### src/rtl/mem_stage_pkg.sv
// Shared definitions for the MEM pipeline stage: FSM encoding, widths and
// the default data-memory timeout.
package mem_stage_pkg;

  typedef enum logic {
    IDLE = 1'b0,
    BUSY = 1'b1
  } state_e;

  localparam int TIMEOUT_DEFAULT = 16;
  localparam int DATA_W          = 32;
  localparam int REG_W           = 5;
  localparam int CNT_W           = 4;

  function automatic logic word_aligned(input logic [1:0] addr_lsb);
    return addr_lsb == 2'b00;
  endfunction

endpackage

### src/rtl/mem_stage_buffer4.sv
// MEM/WB pipeline register (buffer4). A bubble clears the write-back controls
// and leaves the data fields holding their previous contents.
module buffer4
  import mem_stage_pkg::*;
(
  input  logic              clk,
  input  logic              rst,
  input  logic              bubble,
  input  logic              rd_we,
  input  logic              mem_reg_in,
  input  logic              reg_write_in,
  input  logic [DATA_W-1:0] rd_in,
  input  logic [DATA_W-1:0] alu_in,
  input  logic [REG_W-1:0]  mux_in,
  output logic              mem_reg_out,
  output logic              reg_write_out,
  output logic [DATA_W-1:0] rd_out,
  output logic [DATA_W-1:0] alu_out,
  output logic [REG_W-1:0]  mux_out
);

  logic              mem_reg_q, mem_reg_d;
  logic              reg_write_q, reg_write_d;
  logic [DATA_W-1:0] rd_q, rd_d;
  logic [DATA_W-1:0] alu_q, alu_d;
  logic [REG_W-1:0]  mux_q, mux_d;

  always_comb begin
    mem_reg_d   = mem_reg_q;
    reg_write_d = reg_write_q;
    rd_d        = rd_q;
    alu_d       = alu_q;
    mux_d       = mux_q;
    if (bubble) begin
      mem_reg_d   = 1'b0;
      reg_write_d = 1'b0;
    end else begin
      mem_reg_d   = mem_reg_in;
      reg_write_d = reg_write_in;
      alu_d       = alu_in;
      mux_d       = mux_in;
      // Load data only moves when a memory access completes.
      if (rd_we) begin
        rd_d = rd_in;
      end
    end
  end

  always_ff @(posedge clk) begin
    if (rst) begin
      mem_reg_q   <= 1'b0;
      reg_write_q <= 1'b0;
      rd_q        <= '0;
      alu_q       <= '0;
      mux_q       <= '0;
    end else begin
      mem_reg_q   <= mem_reg_d;
      reg_write_q <= reg_write_d;
      rd_q        <= rd_d;
      alu_q       <= alu_d;
      mux_q       <= mux_d;
    end
  end

  assign mem_reg_out   = mem_reg_q;
  assign reg_write_out = reg_write_q;
  assign rd_out        = rd_q;
  assign alu_out       = alu_q;
  assign mux_out       = mux_q;

endmodule

### src/rtl/mem_stage.sv
// MEM pipeline stage: branch resolution, data-memory handshake with timeout,
// misalignment detection and the MEM/WB register.
module mem_stage
  import mem_stage_pkg::*;
#(
  parameter int TIMEOUT = TIMEOUT_DEFAULT
) (
  input  logic        clk,
  input  logic        rst,
  input  logic        INMemREG,
  input  logic        INRegWRITE,
  input  logic        INBranch,
  input  logic        INMemWRITE,
  input  logic        INMemRead,
  input  logic [31:0] inputAdd,
  input  logic [31:0] inputAddrst,
  input  logic [31:0] inputRD2,
  input  logic        Z_flag,
  input  logic [4:0]  inputmux,
  output logic        dm_req,
  output logic        dm_we,
  output logic [31:0] dm_addr,
  output logic [31:0] dm_wdata,
  input  logic [31:0] dm_rdata,
  input  logic        dm_ack,
  output logic        stall,
  output logic        PCSrc,
  output logic [31:0] branch_target,
  output logic        OTMemREG,
  output logic        OTRegWRITE,
  output logic [31:0] outputRD,
  output logic [31:0] outputAlu,
  output logic [4:0]  outputmux,
  output logic        mem_err
);

  // Last BUSY count value before abort; the counter is CNT_W bits wide, so
  // TIMEOUT must not exceed 2**CNT_W.
  localparam logic [CNT_W-1:0] CNT_LAST = CNT_W'(TIMEOUT - 1);

  state_e           state_q, state_d;
  logic [CNT_W-1:0] cnt_q, cnt_d;
  logic             mem_err_q, mem_err_d;

  logic mem_access;
  logic mem_op;
  logic misaligned;
  logic busy;
  logic bubble;
  logic rd_we;

  assign busy = (state_q == BUSY);

  always_comb begin
    mem_access = INMemRead | INMemWRITE;
    mem_op     = mem_access & word_aligned(inputAddrst[1:0]);
    misaligned = mem_access & ~word_aligned(inputAddrst[1:0]);

    state_d   = state_q;
    cnt_d     = cnt_q;
    mem_err_d = 1'b0;
    stall     = 1'b0;
    bubble    = 1'b0;
    rd_we     = 1'b0;

    if (state_q == IDLE) begin
      if (mem_op) begin
        stall   = 1'b1;
        bubble  = 1'b1;
        state_d = BUSY;
        cnt_d   = '0;
      end else if (misaligned) begin
        // Dropped access: no request, no stall, just an error pulse.
        bubble    = 1'b1;
        mem_err_d = 1'b1;
      end
    end else begin
      stall  = ~dm_ack;
      bubble = ~dm_ack;
      if (dm_ack) begin
        rd_we   = 1'b1;
        state_d = IDLE;
      end else if (cnt_q == CNT_LAST) begin
        state_d   = IDLE;
        mem_err_d = 1'b1;
      end else begin
        cnt_d = cnt_q + 1'b1;
      end
    end
  end

  always_ff @(posedge clk) begin
    if (rst) begin
      state_q   <= IDLE;
      cnt_q     <= '0;
      mem_err_q <= 1'b0;
    end else begin
      state_q   <= state_d;
      cnt_q     <= cnt_d;
      mem_err_q <= mem_err_d;
    end
  end

  // Request fields come straight from the held EX/MEM inputs while BUSY.
  assign dm_req        = busy;
  assign dm_we         = busy & INMemWRITE;
  assign dm_addr       = busy ? inputAddrst : '0;
  assign dm_wdata      = busy ? inputRD2 : '0;
  assign PCSrc         = INBranch & Z_flag;
  assign branch_target = inputAdd;
  assign mem_err       = mem_err_q;

  buffer4 u_mem_wb (
    .clk           (clk),
    .rst           (rst),
    .bubble        (bubble),
    .rd_we         (rd_we),
    .mem_reg_in    (INMemREG),
    .reg_write_in  (INRegWRITE),
    .rd_in         (dm_rdata),
    .alu_in        (inputAddrst),
    .mux_in        (inputmux),
    .mem_reg_out   (OTMemREG),
    .reg_write_out (OTRegWRITE),
    .rd_out        (outputRD),
    .alu_out       (outputAlu),
    .mux_out       (outputmux)
  );

endmodule

### config.mk
export PLATFORM = sky130hd
export DESIGN_NAME = mem_stage
export DESIGN_NICKNAME = d
export VERILOG_FILES = /design/src/rtl/mem_stage_pkg.sv /design/src/rtl/mem_stage_buffer4.sv /design/src/rtl/mem_stage.sv
export SDC_FILE = /design/constraint.sdc
export NUM_CORES = 1
export LEC_CHECK = 0
export ABC_AREA = 1
export CORE_AREA = 4 4 118 120
export CTS_BUF_LIST = sky130_fd_sc_hd__clkbuf_4
export DETAILED_ROUTE_END_ITERATION = 16
export DIE_AREA = 0 0 122 124
export GPL_TIMING_DRIVEN = 0
export PLACE_DENSITY = 0.73
export SKIP_CTS_REPAIR_TIMING = 1
export SYNTH_ARGS = -nofsm -noshare
export SYNTH_HDL_FRONTEND = slang
export SYNTH_HIERARCHICAL = 1
export SYNTH_SLANG_ARGS = --single-unit
### constraint.sdc
create_clock -name clk -period 2.6 [get_ports clk]
set_clock_uncertainty 0.2 [all_clocks]
set_input_delay 0.39 -clock clk [delete_from_list [all_inputs] [get_ports clk]]
set_output_delay 0.39 -clock clk [all_outputs]
set_load 0.005 [all_outputs]
Wire density map:
Scale: 3 px per um. 24 x 25 tiles, from dark blue (low) to red (high), scaled to the fullest tile. Values are wire area over tile area, all layers added.
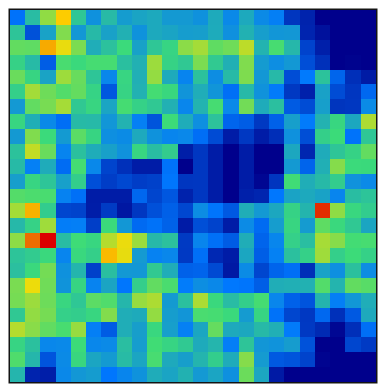
fullest tile: 0.48
tiles over half the peak: 17%
nearly empty tiles: 6.0%
mean over tiles: 0.16
global router's overall resource usage: 19.3%
wirelength, routed: 15.0 mm
detailed-route wire length per cell: 14.0 um

Routed metal, one color a layer:
Scale: 3 px per um. Two of the layers only.
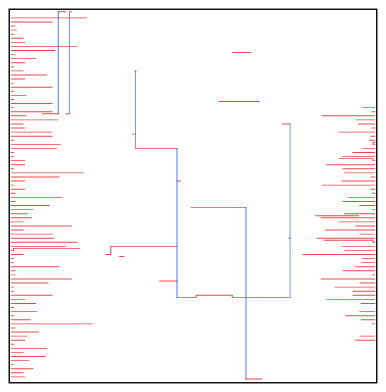
| color | layer | wire length |
|---|---|---|
| blue | met4 | 258 um |
| red | met3 | 1300 um |
vias after detailed routing: 4395

==> run notes <==
Physical implementation.

- In the setup report, the worst path falls into the class primary input to output port.
- The synthesis-to-layout area growth is 83.5%.
- The ratio of final minimum period to clock period is between 90% and 100%.
- Entering global routing, the biggest net connects 13 pins.
- Once iteration 0 of detailed routing completed, the report listed approximately 230 DRC markers.
- The number of nets at the end of the flow is about 1000.
- At the worst endpoint, the arrival time is around 1.9 ns.
- For this run, the register share of the synthesized area comes to 40.3%.
- After clock tree synthesis, the clock-pin slew on the worst setup and hold paths is around 0.12 ns.
- Summing internal, switching and leakage power gives 2750 uW.
- The number of max-capacitance violations reported is 0.
- The initial antenna violation count is 1.
- The total number of warnings across the stage logs is 26.
- The final number of max-transition violations is 0.
- The number of cells in the yosys synthesis report is 593.
- The number of instances in the placed design is ~1100.
- The timing-limited maximum frequency is a little under 0.4 GHz.
- The final sum of negative setup slack is 0 ns.
- The combined area of all synthesized cells is 3830 um2.
- The via density per instance is just over 4.
- The run finished with clean final reports.
- The final report lists a non-filler cell total of about 1100.
- The placer's final routability congestion estimate is approximately 0.81.
- The clock net sink count is roughly 77.
- The detail route stage leaves a number of antenna-violating nets equal to 0.
- The data required time reported for the critical path is 2.01 ns.
- The layer carrying the most global-route usage is met2.
- The transition time recorded at the tightest slew-check pin is 0.463 ns.
- For this run, the leading register cell type out of synthesis is sky130_fd_sc_hd__dfxtp_1.
- Per STA, the worst path is made up of clkdlybuf4s50_1 -> nor2_1 -> nand3_2 -> o21ai_0 -> clkdlybuf4s50_1.
- The first TritonRoute pass finished after 4 iterations.
- In this run the power density over the cells is roughly 400 nW/um2.
- The met3 track utilization from global routing is 5.99%.
- Counting stages on the worst path, the most repeated cell is sky130_fd_sc_hd__clkdlybuf4s50_1.
- In this design, the largest share of critical-path delay is due to buffers and inverters.
- ~310 I/O pins were placed.
- The floorplan has approximately 42 rows.
- The first global-routing pass estimated ~22 mm of wire.
- The tally of yosys warning messages is 6.
- Per the slew report, the remaining headroom to the max-slew limit stands at ~69%.
- After synthesis, the netlist uses 24 different library cells.
- The number of global-route vias before repair was approximately 4300.
- The instance tally after logic synthesis is roughly 600.
- STA reports the tightest min-delay check as being of type flip-flop to flip-flop.
- The startpoint type of the worst setup path is a primary input.
- In the synthesized netlist the async set-or-reset flop fraction comes to 0%.
- The number of cells traversed by the worst hold path is 2.
- The delay of the slowest critical-path stage is 0.55 ns.
- The H-tree generated during clock tree synthesis spans 3 levels.
- The largest voltage drop on the vdd net is 223 uV.
- Logic depth along the worst register-to-register path is recorded as 9.
- In this run, synthesis inferred 0 flip-flops with an integrated enable.
- The tree is rooted in a sky130_fd_sc_hd__clkbuf_4.
- The share of post-route cells with drive strength above 1 is a little under a tenth.
- The worst hold path terminates at u_mem_wb/rd_out[28].
- CTS reports a maximum clock tree buffer depth of 2.
- The origin of the worst min-delay path is u_mem_wb/rd_out[28].
- The number of buffers inserted during clock tree synthesis is 9.
- Per the synth log, the flip-flop and latch total comes to 77.
- The shortest period the worst path allows is about 2.5 ns.
- The number of DRC violations after detailed routing is 0.
- Per the cell usage report, the commonest logic cells after layout are sky130_fd_sc_hd__clkdlybuf4s50_1, sky130_fd_sc_hd__nor2_1, sky130_fd_sc_hd__inv_1.
- The total global routing overflow is 0.
- The tally of filler cells in the layout is approximately 1300.
- The post-synthesis net count is about 740.
- The global-route met1 utilization is roughly 21%.
- Per the skew report, the later register of the worst-skew pair sees a clock latency of 0.44 ns.
- Setup repair after global routing left no endpoint under its margin.
- The startpoint identified for the worst register-to-register timing path is dm_req.
- The worst setup path is captured at an output port.
- The mean instance size in the synthesized netlist is between 6 and 7 um2.
- Among all stages on the critical path, the largest delay is contributed by sky130_fd_sc_hd__clkdlybuf4s50_1.
- The met2 global-route usage is a little over a third.
- The core outline area is 13000 um2.
- The total of endpoints with negative setup slack in the final report is 0.
Register map, names as in the netlist:
Scale: 4 px per um. Other sequential cells in the stronger gray, the rest of the logic in the fainter gray.
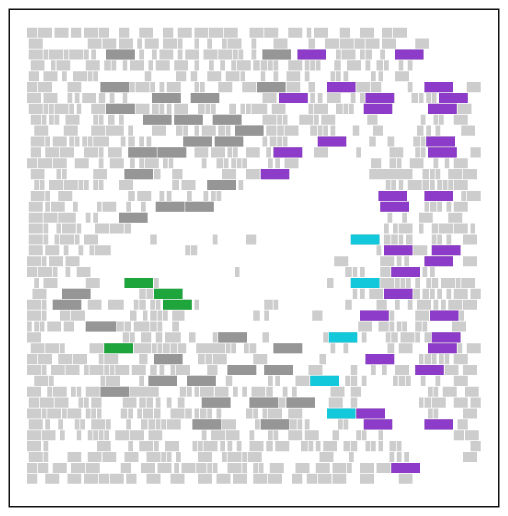
| color | name in the netlist | flops |
|---|---|---|
| purple | u_mem_wb/rd_out | 32 |
| cyan | u_mem_wb/mux_out | 5 |
| green | cnt_q | 4 |
sequential standard cell area: 1540 um2
sequential share of cell area: 22.0%
post-route core utilization: 54.1%
power consumed by sequential cells: 1270 uW

-- worst max-delay path by stage --
stage / start / endpoint / slack, ns / cells after the start
3_5_place_dp: dm_ack / u_mem_wb/rd_out[26] / 0.03 / 8
4_1_cts: dm_req / dm_wdata[14] / -0.19 / 6
2_1_floorplan: dm_req / u_mem_wb/rd_out[25] / 0.86 / 9
3_3_place_gp: dm_ack / u_mem_wb/rd_out[25] / 0.06 / 8
5_1_grt: dm_req / dm_wdata[24] / 0.003 / 6
6_report: inputAddrst[0] / stall / 0.08 / 5
-- worst min-delay path, delay by kind of cell, from the launching register on --
family | cells | cell delay, ns
DFF | 1 | 0.33
and+or+nand+nor | 2 | 0.14
-- report_power, final --
group / internal, uW / total, uW / switching [uW]
sequential: 1240 / 1270 / 30.0
combinational: 462 / 756 / 294
clock: 295 / 724 / 430
-- registers in the layout (all words and copies together), names as in the netlist --
name,cells
u_mem_wb/mux_out,5
u_mem_wb/mem_reg_out,1
dm_req,1
u_mem_wb/reg_write_out,1
u_mem_wb/alu_out,32
mem_err,1
u_mem_wb/rd_out,32
cnt_q,4
-- cells in the mapped netlist, types with 2 or more instances --
cell type	n	area (um2)
sky130_fd_sc_hd__a21oi_1	6	30.0
sky130_fd_sc_hd__buf_2	13	65.1
sky130_fd_sc_hd__buf_4	41	308
sky130_fd_sc_hd__clkbuf_1	9	33.8
sky130_fd_sc_hd__dfxtp_1	77	1540
sky130_fd_sc_hd__inv_1	107	402
sky130_fd_sc_hd__inv_2	2	7.51
sky130_fd_sc_hd__nand2_1	105	394
sky130_fd_sc_hd__nand2_4	2	22.5
sky130_fd_sc_hd__nand3_1	37	185
sky130_fd_sc_hd__nor2_1	141	529
sky130_fd_sc_hd__nor3b_1	2	15.0
sky130_fd_sc_hd__o21ai_0	36	180
sky130_fd_sc_hd__o21ai_1	5	25.0
-- through the flow --
step	cell area [um2]	setup slack, ns	hold WS (ns)
floorplan	3830	0.861	0.251
global placement	6860	0.0640	0.261
detailed placement	6860	0.0273	0.270
CTS	6990	-0.186	0.269
global route	7030	0.00264	0.270
finish	7030	0.0778	0.290
-- layout make-up --
type                            instances  area, um2  area share, %
Sequential cell                        77       1540           22.0
Multi-Input combinational cell        341       1450           20.6
Clock buffer                           10       75.1           1.07
Timing Repair Buffer                  281       2820           40.1
Clock inverter                          6       53.8          0.766
Buffer                                 65        448           6.38
Tap cell                              176        220           3.13
Antenna cell                            1       2.50         0.0356
Inverter                              110        415           5.91
-- routing by layer --
| metal | share of wire, % | vias up |
|---|---|---|
| met5 | 0 | - |
| met4 | 1.7 | 0 |
| met2 | 53 | 167 |
| met3 | 8.7 | 17 |
| met1 | 37 | 1916 |
| li1 | - | 2295 |
-- cell families (layout without fill, tap and decap cells) --
family | count (synthesis) | count (layout) | share of synthesized area (%)
compound gates | 48 | 48 | 6.37
flops | 77 | 77 | 40.3
other cells | 0 | 1 | 0
simple gates | 292 | 292 | 31.2
buf+inv | 175 | 472 | 21.9
fa+ha+maj | 1 | 1 | 0.327
Power is estimated from default activity; no workload was simulated.
